[src/rtl/movavg_seq_ctrl.sv]
// ---------------------------------------------------------------------------
// movavg_seq_ctrl
//
// Sequencer that drives a moving-average filter for one line of samples.
// A cfg_go pulse in IDLE latches the line configuration, pulses
// flt_start_act, streams cfg_len samples from the source into the filter
// (registered, one cycle of latency), then waits until the filter has
// produced as many outputs as inputs were sent and pulses done.
//
// Optional feature macro: MOVAVG_SEQ_CTRL_TIMEOUT_EN
//   Defined   : drain watchdog; TIMEOUT_CYC cycles without a filter output
//               while draining sets err_timeout and finishes the line.
//   Undefined : no watchdog, err_timeout tied low, drain waits forever.
//
// Ports
//   clk, reset_n              clock, asynchronous active-low reset
//   cfg_go                    start pulse (accepted only in IDLE, len != 0)
//   cfg_en / cfg_win / cfg_len filter enable, window code (2/4/8/16), length
//   src_valid/src_data/src_ready   sample source handshake
//   flt_start_act             one-cycle filter start strobe
//   flt_movavg_en / flt_movavgwin_param  filter configuration (shadowed)
//   flt_vald_din / flt_data_in     registered samples to the filter
//   flt_valid_out             filter output strobe
//   busy, done                status; done is a one-cycle pulse
//   out_cnt                   filter outputs counted (saturates at length)
//   err_underflow             sticky: source starved mid-line
//   err_timeout               sticky: drain watchdog expired
// ---------------------------------------------------------------------------
`ifndef DATAWIDTH
`define DATAWIDTH 12
`endif

module movavg_seq_ctrl #(
  parameter int TIMEOUT_CYC = 64
) (
  input  logic                  clk,
  input  logic                  reset_n,
  input  logic                  cfg_go,
  input  logic                  cfg_en,
  input  logic [1:0]            cfg_win,
  input  logic [10:0]           cfg_len,
  input  logic                  src_valid,
  input  logic [`DATAWIDTH-1:0] src_data,
  output logic                  src_ready,
  output logic                  flt_start_act,
  output logic                  flt_movavg_en,
  output logic [1:0]            flt_movavgwin_param,
  output logic                  flt_vald_din,
  output logic [`DATAWIDTH-1:0] flt_data_in,
  input  logic                  flt_valid_out,
  output logic                  busy,
  output logic                  done,
  output logic [10:0]           out_cnt,
  output logic                  err_underflow,
  output logic                  err_timeout
);

  localparam logic [2:0] S_IDLE  = 3'd0;
  localparam logic [2:0] S_START = 3'd1;
  localparam logic [2:0] S_FEED  = 3'd2;
  localparam logic [2:0] S_DRAIN = 3'd3;
  localparam logic [2:0] S_DONE  = 3'd4;

  logic [2:0]  state;
  logic        sh_en;
  logic [1:0]  sh_win;
  logic [10:0] sh_len;
  logic [10:0] in_cnt;
  logic        go_accept;
  logic        accept;
  logic        last_beat;
  logic        count_out;
  logic        drain_complete;
  logic        wd_hit;

  // Strobes and status are pure decodes of the state register, so they
  // come out of reset low without extra flops.
  assign src_ready     = (state == S_FEED);
  assign flt_start_act = (state == S_START);
  assign busy          = (state != S_IDLE);
  assign done          = (state == S_DONE);

  assign flt_movavg_en       = sh_en;
  assign flt_movavgwin_param = sh_win;

  assign go_accept      = (state == S_IDLE) && cfg_go && (cfg_len != 11'd0);
  assign accept         = src_valid && src_ready;
  assign last_beat      = accept && ((in_cnt + 11'd1) == sh_len);
  assign drain_complete = (out_cnt == sh_len);

  // Filter outputs only count while a line is in flight; stray pulses in
  // IDLE/START/DONE are dropped, and the count saturates at the length.
  assign count_out = flt_valid_out && ((state == S_FEED) || (state == S_DRAIN))
                     && (out_cnt != sh_len);

`ifdef MOVAVG_SEQ_CTRL_TIMEOUT_EN
  localparam int WD_W = $clog2(TIMEOUT_CYC + 1);
  logic [WD_W-1:0] wd_cnt;

  // Fires on the cycle the quiet-cycle count would reach TIMEOUT_CYC.
  assign wd_hit = (state == S_DRAIN) && !flt_valid_out
                  && (wd_cnt == WD_W'(TIMEOUT_CYC - 1));

  // Watchdog counts consecutive DRAIN cycles without a filter output.
  always_ff @(posedge clk or negedge reset_n) begin
    if (!reset_n) begin
      wd_cnt      <= '0;
      err_timeout <= 1'b0;
    end else begin
      if ((state != S_DRAIN) || flt_valid_out)
        wd_cnt <= '0;
      else
        wd_cnt <= wd_cnt + WD_W'(1);

      if (go_accept)
        err_timeout <= 1'b0;
      else if (wd_hit && !drain_complete)
        err_timeout <= 1'b1;
    end
  end
`else
  assign wd_hit      = 1'b0;
  assign err_timeout = 1'b0;
`endif

  // Main sequencer: shadows, counters, sample register and FSM.
  always_ff @(posedge clk or negedge reset_n) begin
    if (!reset_n) begin
      state         <= S_IDLE;
      sh_en         <= 1'b0;
      sh_win        <= 2'd0;
      sh_len        <= 11'd0;
      in_cnt        <= 11'd0;
      out_cnt       <= 11'd0;
      err_underflow <= 1'b0;
      flt_vald_din  <= 1'b0;
      flt_data_in   <= '0;
    end else begin
      flt_vald_din <= accept;
      if (accept)
        flt_data_in <= src_data;

      if (count_out)
        out_cnt <= out_cnt + 11'd1;

      case (state)
        S_IDLE: begin
          if (go_accept) begin
            sh_en         <= cfg_en;
            sh_win        <= cfg_win;
            sh_len        <= cfg_len;
            in_cnt        <= 11'd0;
            out_cnt       <= 11'd0;
            err_underflow <= 1'b0;
            state         <= S_START;
          end
        end
        S_START: state <= S_FEED;
        S_FEED: begin
          if (accept)
            in_cnt <= in_cnt + 11'd1;
          if (last_beat)
            state <= S_DRAIN;
          // A gap is only an underflow once the line has started flowing.
          if ((in_cnt != 11'd0) && !src_valid)
            err_underflow <= 1'b1;
        end
        S_DRAIN: begin
          if (drain_complete || wd_hit)
            state <= S_DONE;
        end
        S_DONE:  state <= S_IDLE;
        default: state <= S_IDLE;
      endcase
    end
  end

endmodule
[config.mk]
export PLATFORM = sky130hd
export DESIGN_NAME = movavg_seq_ctrl
export DESIGN_NICKNAME = d
export VERILOG_FILES = /design/src/rtl/movavg_seq_ctrl.sv
export SDC_FILE = /design/constraint.sdc
export NUM_CORES = 1
export LEC_CHECK = 0
export CAP_MARGIN = 20
export CORE_MARGIN = 5
export CORE_UTILIZATION = 53
export DETAILED_ROUTE_END_ITERATION = 16
export MAX_ROUTING_LAYER = met4
export PLACE_DENSITY = 0.94
export SETUP_SLACK_MARGIN = 0.4
export SLEW_MARGIN = 10
export SYNTH_ARGS = -nofsm -noshare
export SYNTH_HDL_FRONTEND = slang
export SYNTH_SLANG_ARGS = --single-unit
[constraint.sdc]
create_clock -name clk -period 3.98 [get_ports clk]
set_input_delay 0.995 -clock clk [delete_from_list [all_inputs] [get_ports clk]]
set_output_delay 0.995 -clock clk [all_outputs]
set_load 0.03 [all_outputs]
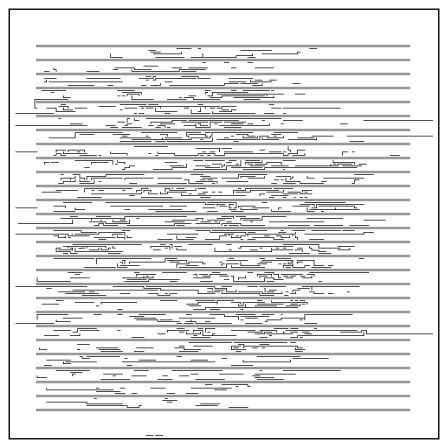
Figure 1: run 1, met1 routing.
Supply wires on this layer in grey.
340 nets have wire on it. The layer carries 2820 um of wire.

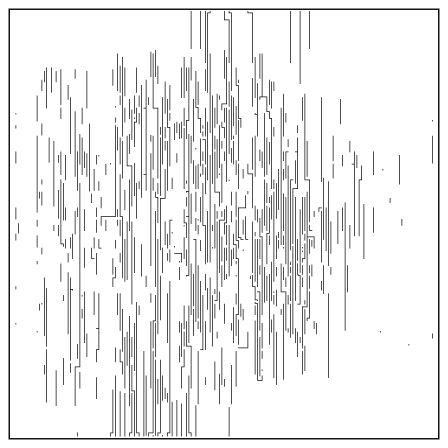
Figure 2: run 1, M2 wires.
The wires run mostly vertical. 325 nets have wire on it. The longest straight run is 35.7 um. The layer holds 48% of the routed length.

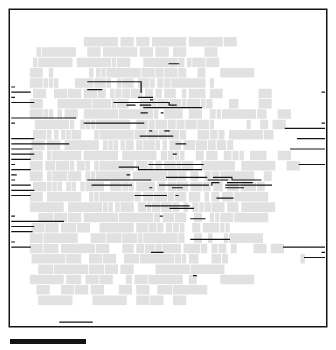
Figure 3: run 1, signal wires on met3.
The bar under the picture is 20 um long.
The layer holds 6.8% of the routed length. The layer carries 456 um of wire. 59 nets have wire on it. The wires run mostly horizontal.

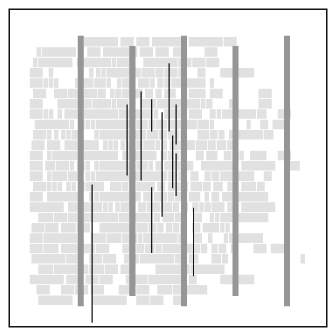
Figure 4: run 1, signal wires on met4.
Supply wires on this layer in grey.
The layer holds 3.0% of the routed length. The wires run mostly vertical. 10 nets have wire on it.

==> impl_metrics.json, run 1 <==
{
  "status": "complete, no violations",
  "drt_iter0_markers": 262,
  "worstSetupPathType": "in -> reg",
  "dr_wl_met2_mm": 3.25,
  "fp-utilization_pct": 55.2,
  "rsz0062_at_grt": "false",
  "crit_path_start_kind": "primary input",
  "wirelength_mm": 6.72,
  "chip_area_mm2": 0.00691,
  "drt_first_pass_iters": 4,
  "syn_area_mm2": 0.00284,
  "timing.critical_path.to_type": "flop",
  "place_hpwl_mm": 4.94,
  "syn_inst": 296,
  "ant_nets": 0,
  "top_layer": "met4",
  "grt_pass1_vias": 2423,
  "holdBufCountCts": 0,
  "routabilityCongestion": 0.907,
  "htreeDepth": 2,
  "cts_buffers": 5,
  "via_per_inst": 5.69,
  "antenna_found_initial": 0,
  "die_y_um": 83.2,
  "postCtsSetupBuffers": 0,
  "power_frac_comb_pct": 45.8,
  "final_cell_mix": "clkdlybuf4s50_1, nand2_1, dfrtp_1, xnor2_1, nor2_1",
  "power.internal_mw": 1.37,
  "power.share.sequential_pct": 40.7,
  "crit_buf_inv": 1,
  "ys_chip_area_mm2": 0.00284,
  "route.met3.wl_um": 455,
  "setup_viol": 0,
  "avgSynthCellArea_um2": 9.58,
  "layout.cells.most_common": "clkdlybuf4s50_1",
  "crit_fanout": 19,
  "cp.required_ps": 4230,
  "crit_path_cell_trace": "clkdlybuf4s50_1, or4_4, o31ai_4, or2_1, nand2_1, a31oi_1, a41o_1",
  "grt_max_degree": 30,
  "fmax_mhz": 322,
  "layout_setup_ws_ps": 873,
  "warnings": 27,
  "clk_path_buf_depth": 2,
  "ys_types": 43,
  "drc": 0,
  "fin_skew_ps": 4.13
}
-- run 1: layout make-up --
class,count,area (um2)
Tap cell,70,87.6
Clock inverter,2,13.8
Fill cell,382,1590
Clock buffer,6,82.6
Multi-Input combinational cell,218,1390
Timing Repair Buffer,64,631
Inverter,6,22.5
Sequential cell,53,1330
-- run 1: tightest hold or removal path, delay by kind of cell (launching register included) --
| kind | cells | cell delay, ps |
|---|---|---|
| DFF | 1 | 350 |
| and+or+nand+nor | 2 | 100 |
-- run 1: cell usage after synthesis (5+ instances only) --
library cell | n | share of area (%)
clkbuf_1 | 7 | 0.93
xnor2_1 | 25 | 7.7
mux2_2 | 13 | 5.2
o21ai_0 | 9 | 1.6
nor2_1 | 16 | 2.1
dfrtp_1 | 53 | 47
and3_1 | 5 | 1.1
nand2_1 | 58 | 7.7
xor2_1 | 6 | 1.9
o21ai_1 | 7 | 1.2
inv_1 | 5 | 0.66
buf_2 | 8 | 1.4
mux2i_1 | 6 | 2.1
o31ai_1 | 5 | 1.3
a31oi_1 | 5 | 1.1
nand4_1 | 9 | 2.0
nand3_1 | 9 | 1.6
-- run 1: power groups by stage --
stage          Clock, mW  Sequential [mW]  Combinational (mW)
6_report           0.318            0.966                1.09
3_3_place_gp           0            0.954                1.05
3_5_place_dp           0            0.971                1.08
2_1_floorplan          0             1.08               0.569
4_1_cts            0.327            0.960                1.09
5_1_grt            0.348            0.999                1.18
-- run 1: stage by stage --
step           utilization [%]  cell area (um2)  power (mW)  hold WS [ps]
2_1_floorplan                -             2840        1.65           483
3_3_place_gp              67.2             3450        2.01           459
3_5_place_dp              67.2             3450        2.06           466
4_1_cts                   69.1             3550        2.38           485
5_1_grt                   69.1             3550        2.52           537
6_report                  69.1             3550        2.37           482
-- run 1: flip-flops by register name, indices dropped and copies added, names as in the netlist --
name / cells
flt_vald_din: 1
err_underflow: 1
flt_data_in: 12
out_cnt: 11
flt_movavg_en: 1
sh_len: 11
flt_movavgwin_param: 2
state: 3
in_cnt: 11
-- run 1: logic make-up after synthesis --
family | Yosys count | synth area share, %
buffers and inverters | 25 | 4.32
AOI/OAI and AO/OA | 38 | 8.91
and+or+nand+nor | 126 | 21.7
xor gates and xnor gates | 31 | 9.57
other | 1 | 0.132
adders and majority gates | 3 | 1.32
muxes | 19 | 7.28
DFF | 53 | 46.8
-- run 1: worst paths after layout --
kind,start,endpoint,slack [ps]
setup / recovery,cfg_len[1],out_cnt[6],870
hold / removal,flt_movavgwin_param[0],flt_movavgwin_param[0],480
setup reg to reg,state[2],in_cnt[8],1600
hold reg to reg,flt_movavgwin_param[0],flt_movavgwin_param[0],480
max in group asynchronous,reset_n,sh_len[5],2530
min in group asynchronous,reset_n,in_cnt[0],700
-- run 1: per-layer routing --
layer | vias up | track usage (%)
li1 | 1118 | -
met2 | 104 | 33.8
met3 | 23 | 3.86
met5 | - | -
met1 | 1141 | 27.5
met4 | 0 | 8.32
--- run 2 (diff from run 1) ---
--- a/config.mk
+++ b/config.mk
@@ -7,10 +7,10 @@
 export LEC_CHECK = 0
 export CAP_MARGIN = 20
 export CORE_MARGIN = 5
-export CORE_UTILIZATION = 53
+export CORE_UTILIZATION = 45
 export DETAILED_ROUTE_END_ITERATION = 16
 export MAX_ROUTING_LAYER = met4
-export PLACE_DENSITY = 0.94
+export PLACE_DENSITY = 0.86
 export SETUP_SLACK_MARGIN = 0.4
 export SLEW_MARGIN = 10
 export SYNTH_ARGS = -nofsm -noshare
==> constraint.sdc (replaced) <==
create_clock -name clk -period 2.8 [get_ports clk]
set_input_delay 0.7 -clock clk [delete_from_list [all_inputs] [get_ports clk]]
set_output_delay 0.7 -clock clk [all_outputs]
set_load 0.03 [all_outputs]
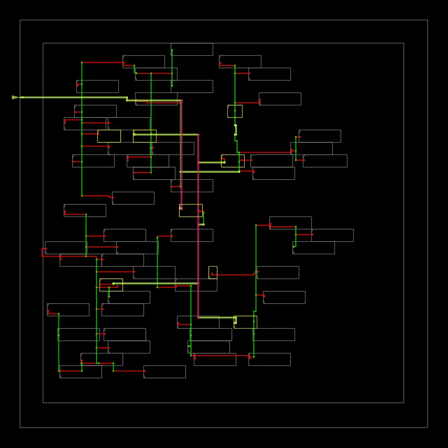
Figure 5: run 2, the clock network.
clkbuf count: 6
Inserted Clock Buffers: 5

==> run 2 against run 1 <==
Net effect: setup slack lost 440 ps; critical path depth shrank 5; via count grew 1.6%; cell area grew 2.3%; critical path type is now reg -> out; clock-buffer cell count is the same; combinational power grew 47%; synthesized cell count is the same; register-to-register slack lost 1100 ps; flip-flop count is the same; cell count grew 3.6%.
==> impl_metrics.json, run 2 <==
{
  "status": "complete, no violations",
  "routabilityCongestion": 0.868,
  "setup_viol": 0,
  "drt_iter0_markers": 232,
  "timing.critical_path.to_type": "output pin",
  "die_y_um": 89.4,
  "wl_per_cell_um": 15.6,
  "ant_nets": 0,
  "rsz0062_at_grt": "false",
  "synth_top_cell_by_area": "dfrtp_1",
  "most_common_cell": "nand2_1",
  "fmax_mhz": 423,
  "crit_fanout": 10,
  "crit_path_start_kind": "flop",
  "antenna_found_initial": 0,
  "synthTopCellsByCount": "nand2_1, dfrtp_1, xnor2_1",
  "htreeDepth": 2,
  "place_hpwl_mm": 5.11,
  "fin_skew_ps": 3.36,
  "hold_viol": 0,
  "wirelength_mm": 6.79,
  "syn_area_mm2": 0.00284,
  "area_delta_synth_final_pct": 28.1,
  "syn_inst": 296,
  "yosysTopAreaCellShare_pct": 46.8,
  "ys_types": 43,
  "top_register": "flt_data_in",
  "yosysCellCount": 296,
  "cp.required_ps": 2100,
  "postCtsSetupBuffers": 0,
  "layout_setup_ws_ps": 437,
  "grt_max_degree": 24,
  "via_per_inst": 5.59,
  "clk_path_buf_depth": 2,
  "ys_chip_area_mm2": 0.00284,
  "worstSetupPathType": "reg -> out",
  "layout.cells.most_common": "nand2_1",
  "fp-utilization_pct": 45.4,
  "final_cell_mix": "nand2_1, clkdlybuf4s50_1, dfrtp_1, xnor2_1, nor2_1",
  "drc": 0,
  "drt_first_pass_iters": 5,
  "n_fill_cell": 530,
  "warnings": 28,
  "largest_reg_flops": 12,
  "chip_area_mm2": 0.00799,
  "avgSynthCellArea_um2": 9.58
}
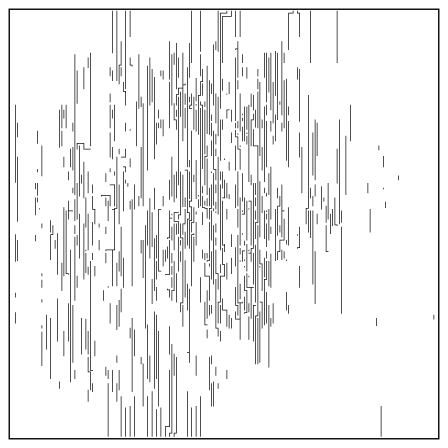
Figure 6: run 2, M2 wires.
The layer holds 47% of the routed length. The layer carries 3200 um of wire. The longest straight run is 29.2 um.

-- run 2: routing by layer --
metal  vias up  global-route usage [%]  share of wire, %
li1       1130                       -                 -
met1      1157                    23.8                43
met2       120                    29.4                47
met3        17                    3.69               7.8
met4         0                    5.55               2.2
met5         -                       -                 0
-- run 2: path summary, 6_finish.rpt --
path / start / end / slack, ps
max in group asynchronous: reset_n / out_cnt[5] / 2010
max reg2reg: in_cnt[0] / state[0] / 550
max: state[2] / busy / 440
min: reset_n / flt_data_in[11] / 230
min reg2reg: flt_movavgwin_param[0] / flt_movavgwin_param[0] / 490
min in group clk: flt_movavgwin_param[0] / flt_movavgwin_param[0] / 490
-- run 2: area by class of cell --
type                       instances  area [um2]  share of cell area [%]
multi-input combinational        218        1390                    38.3
sequential                        53        1330                    36.5
timing repair buffer              72         699                    19.2
tap                               77        96.3                    2.65
clock buffer                       6        82.6                    2.27
inverter                           6        22.5                   0.620
clock inverter                     2        13.8                   0.379
-- run 2: critical path, cell delays in order, from the launching register on --
cell	delay (ps)
dfrtp_2	480
or3_1	490
clkdlybuf4s15_1	380
-- run 2: cell families after synthesis --
group / after synthesis / synth area share (%)
compound gates: 38 / 8.91
other cells: 1 / 0.132
fa+ha+maj: 3 / 1.32
flops: 53 / 46.8
mux: 19 / 7.28
buf+inv: 25 / 4.32
simple gates: 126 / 21.7
xor+xnor: 31 / 9.57
-- run 2: metrics by stage --
stage	power [mW]	util (%)	std cells	hold WS (ps)	area, um2
2_1_floorplan	2.35	-	296	404	2840
3_3_place_gp	2.91	56.7	426	463	3540
3_5_place_dp	2.98	56.7	426	475	3540
4_1_cts	3.43	58.2	434	228	3630
5_1_grt	3.64	58.2	434	230	3630
6_report	3.43	58.2	434	230	3630
-- run 2: power breakdown --
part           switching, mW  total, mW  internal, mW
Clock                  0.260      0.461         0.201
Sequential             0.338       1.36          1.03
Combinational          0.847       1.60         0.757
Total                   1.44       3.43          1.98
-- run 2: repair_timing --
| action | in CTS | in global routing |
|---|---|---|
| resized | 5 | 3 |
| hold buffers | 0 | 0 |
| endpoints found under the setup margin | 7 | 3 |
| pin swaps | 0 | 1 |
| cloned | 0 | 0 |
--- run 3 (diff from run 2) ---
--- a/config.mk
+++ b/config.mk
@@ -7,10 +7,10 @@
 export LEC_CHECK = 0
 export CAP_MARGIN = 20
 export CORE_MARGIN = 5
-export CORE_UTILIZATION = 45
+export CORE_UTILIZATION = 50
 export DETAILED_ROUTE_END_ITERATION = 16
 export MAX_ROUTING_LAYER = met4
-export PLACE_DENSITY = 0.86
+export PLACE_DENSITY = 0.89
 export SETUP_SLACK_MARGIN = 0.4
 export SLEW_MARGIN = 10
 export SYNTH_ARGS = -nofsm -noshare
==> constraint.sdc (replaced) <==
create_clock -name clk -period 2.2 [get_ports clk]
set_input_delay 0.55 -clock clk [delete_from_list [all_inputs] [get_ports clk]]
set_output_delay 0.55 -clock clk [all_outputs]
set_load 0.03 [all_outputs]
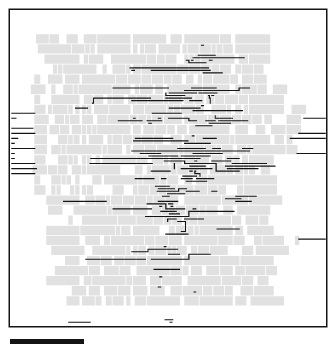
Figure 7: run 3, signal wires on met3.
The bar under the picture is 20 um long.
The layer carries 802 um of wire. The longest straight run is 31.7 um. 86 nets have wire on it.

==> run 3 against run 2 <==
Net effect: cell area grew 19%; clock skew down 1.5 ps; sequential share of layout area shrank 5.5 points; setup slack got worse by 210 ps; non-clock buffer count rose by 57; routed wire length is 49% higher; clock power up 51%; critical path depth grew 6; total power up 51%; die size shrank 8.9%; register-to-register slack worse by 320 ps; core utilization rose by 21 points; largest power group unchanged.
==> impl_metrics.json, run 3 <==
{
  "syn_inst": 296,
  "clk_path_buf_depth": 2,
  "final_cell_mix": "nand2_1, buf_4, dfrtp_1, dlygate4sd2_1, xnor2_1",
  "drt_first_pass_iters": 5,
  "die_y_um": 85.3,
  "drc": 0,
  "grt_max_degree": 22,
  "htreeDepth": 2,
  "synthTopCellsByCount": "nand2_1, dfrtp_1, xnor2_1",
  "clock_power_share_pct": 13.4,
  "yosysCellCount": 296,
  "worst_ep_arrival_time_ps": 2210,
  "yosysTopAreaCellShare_pct": 46.8,
  "n_fill_cell": 303,
  "comb_area_mm2": 0.00161,
  "fin_skew_ps": 1.85,
  "crit_path_cell_trace": "buf_4, buf_4, nand3_1, xnor2_1, nor3_1, a31oi_1, a2111oi_2, o2bb2ai_1",
  "ys_types": 43,
  "most_common_cell": "nand2_1",
  "endpoint": "state[0]",
  "total_power_mw": 5.19,
  "rr_startpoint": "in_cnt[1]",
  "setup_viol": 0,
  "synth_top_cell_by_area": "dfrtp_1",
  "dpl.cell_count": 440,
  "crit_fanout": 4,
  "timing.critical_path.to_type": "flop",
  "netlist_top_cells_area": "dfrtp_1, xnor2_1, nand2_1",
  "routabilityCongestion": 0.935,
  "p_sw_mw": 2.24,
  "crit_start": "in_cnt[1]",
  "cp.required_ps": 2430,
  "status": "complete, no violations",
  "flop_area_mm2": 0.00135,
  "ff2ff_setup_slack_ps": 230,
  "insertion_delay_ps": 310,
  "fp-utilization_pct": 51.5,
  "syn_area_mm2": 0.00284,
  "via_per_inst": 6.02,
  "grt_pass1_vias": 2669,
  "power_frac_comb_pct": 52.7,
  "crit_path_max_incr_delay_ps": 440,
  "worst_path_dominant_cell_family": "AND-OR/OR-AND gates",
  "chip_area_mm2": 0.00728,
  "cp_num_cells": 8,
  "wirelength_mm": 10.1,
  "rr_endpoint": "state[0]",
  "place_hpwl_mm": 5.45,
  "worstSetupPathType": "reg -> reg",
  "hold_viol": 0,
  "cts_buffers": 5,
  "layout_setup_ws_ps": 228,
  "avgSynthCellArea_um2": 9.58,
  "power.internal_mw": 2.95,
  "swShare_pct": 43.1,
  "fmax_mhz": 507,
  "ant_nets": 0,
  "largest_reg_flops": 12
}
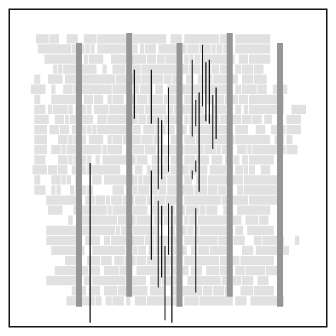
Figure 8: run 3, signal wires on met4.
Supply wires on this layer in grey.
The wires run mostly vertical. The longest straight run is 42.8 um. The layer holds 4.1% of the routed length. 20 nets have wire on it.

-- run 3: through the flow --
step / TNS [ps] / cell area [um2] / hold slack, ps
4_1_cts: 0 / 4010 / 185
6_report: 0 / 4340 / 174
3_5_place_dp: -9960 / 3730 / 471
5_1_grt: 0 / 4340 / 206
3_3_place_gp: -6860 / 3730 / 468
2_1_floorplan: 0 / 2920 / 254
-- run 3: per-layer routing --
layer | wire [um] | global-route usage, %
met4 | 415 | 7.77
met5 | 0 | -
met2 | 5100 | 40.5
met3 | 802 | 3.30
met1 | 3820 | 29.9
-- run 3: power by group through the flow --
stage	clock, mW	combinational, mW	sequential [mW]
4_1_cts	0.692	2.17	1.72
3_5_place_dp	0	2.12	1.77
3_3_place_gp	0	2.05	1.74
5_1_grt	0.738	2.87	1.81
2_1_floorplan	0	1.12	1.97
6_report	0.695	2.73	1.76
-- run 3: area by class of cell --
class | count | area share, %
Clock buffer | 7 | 1.99
Timing Repair Buffer | 129 | 26.4
Sequential cell | 53 | 31.0
Multi-Input combinational cell | 218 | 37.2
Inverter | 6 | 0.635
Clock inverter | 1 | 0.692
Tap cell | 72 | 2.08
-- run 3: logic make-up (layout without fill, tap and decap cells) --
| logic type | count (synthesis) | after routing | synth area share, % |
|---|---|---|---|
| buffers and inverters | 25 | 143 | 4.32 |
| AOI/OAI and AO/OA | 38 | 38 | 8.91 |
| other | 1 | 1 | 0.132 |
| adders and majority gates | 3 | 3 | 1.32 |
| DFF | 53 | 53 | 46.8 |
| and+or+nand+nor | 126 | 126 | 21.7 |
| muxes | 19 | 19 | 7.28 |
| xor gates and xnor gates | 31 | 31 | 9.57 |
-- run 3: what timing repair did --
action / 4_1_cts / 5_1_grt
pin swaps: 14 / 23
setup buffers: 13 / 23
endpoints found under the setup margin: 82 / 55
cloned: 2 / 0
resized: 107 / 49
-- run 3: worst min path at each step --
stage,start,endpoint,cells after the start
global route,reset_n,flt_data_in[1],1
finish,reset_n,flt_data_in[7],1
detailed placement,flt_movavgwin_param[0],flt_movavgwin_param[0],2
CTS,reset_n,flt_data_in[4],1
floorplan,reset_n,err_underflow,0
global placement,flt_movavgwin_param[1],flt_movavgwin_param[1],2
No activity file was given, so power comes from the tool's default toggle rates.
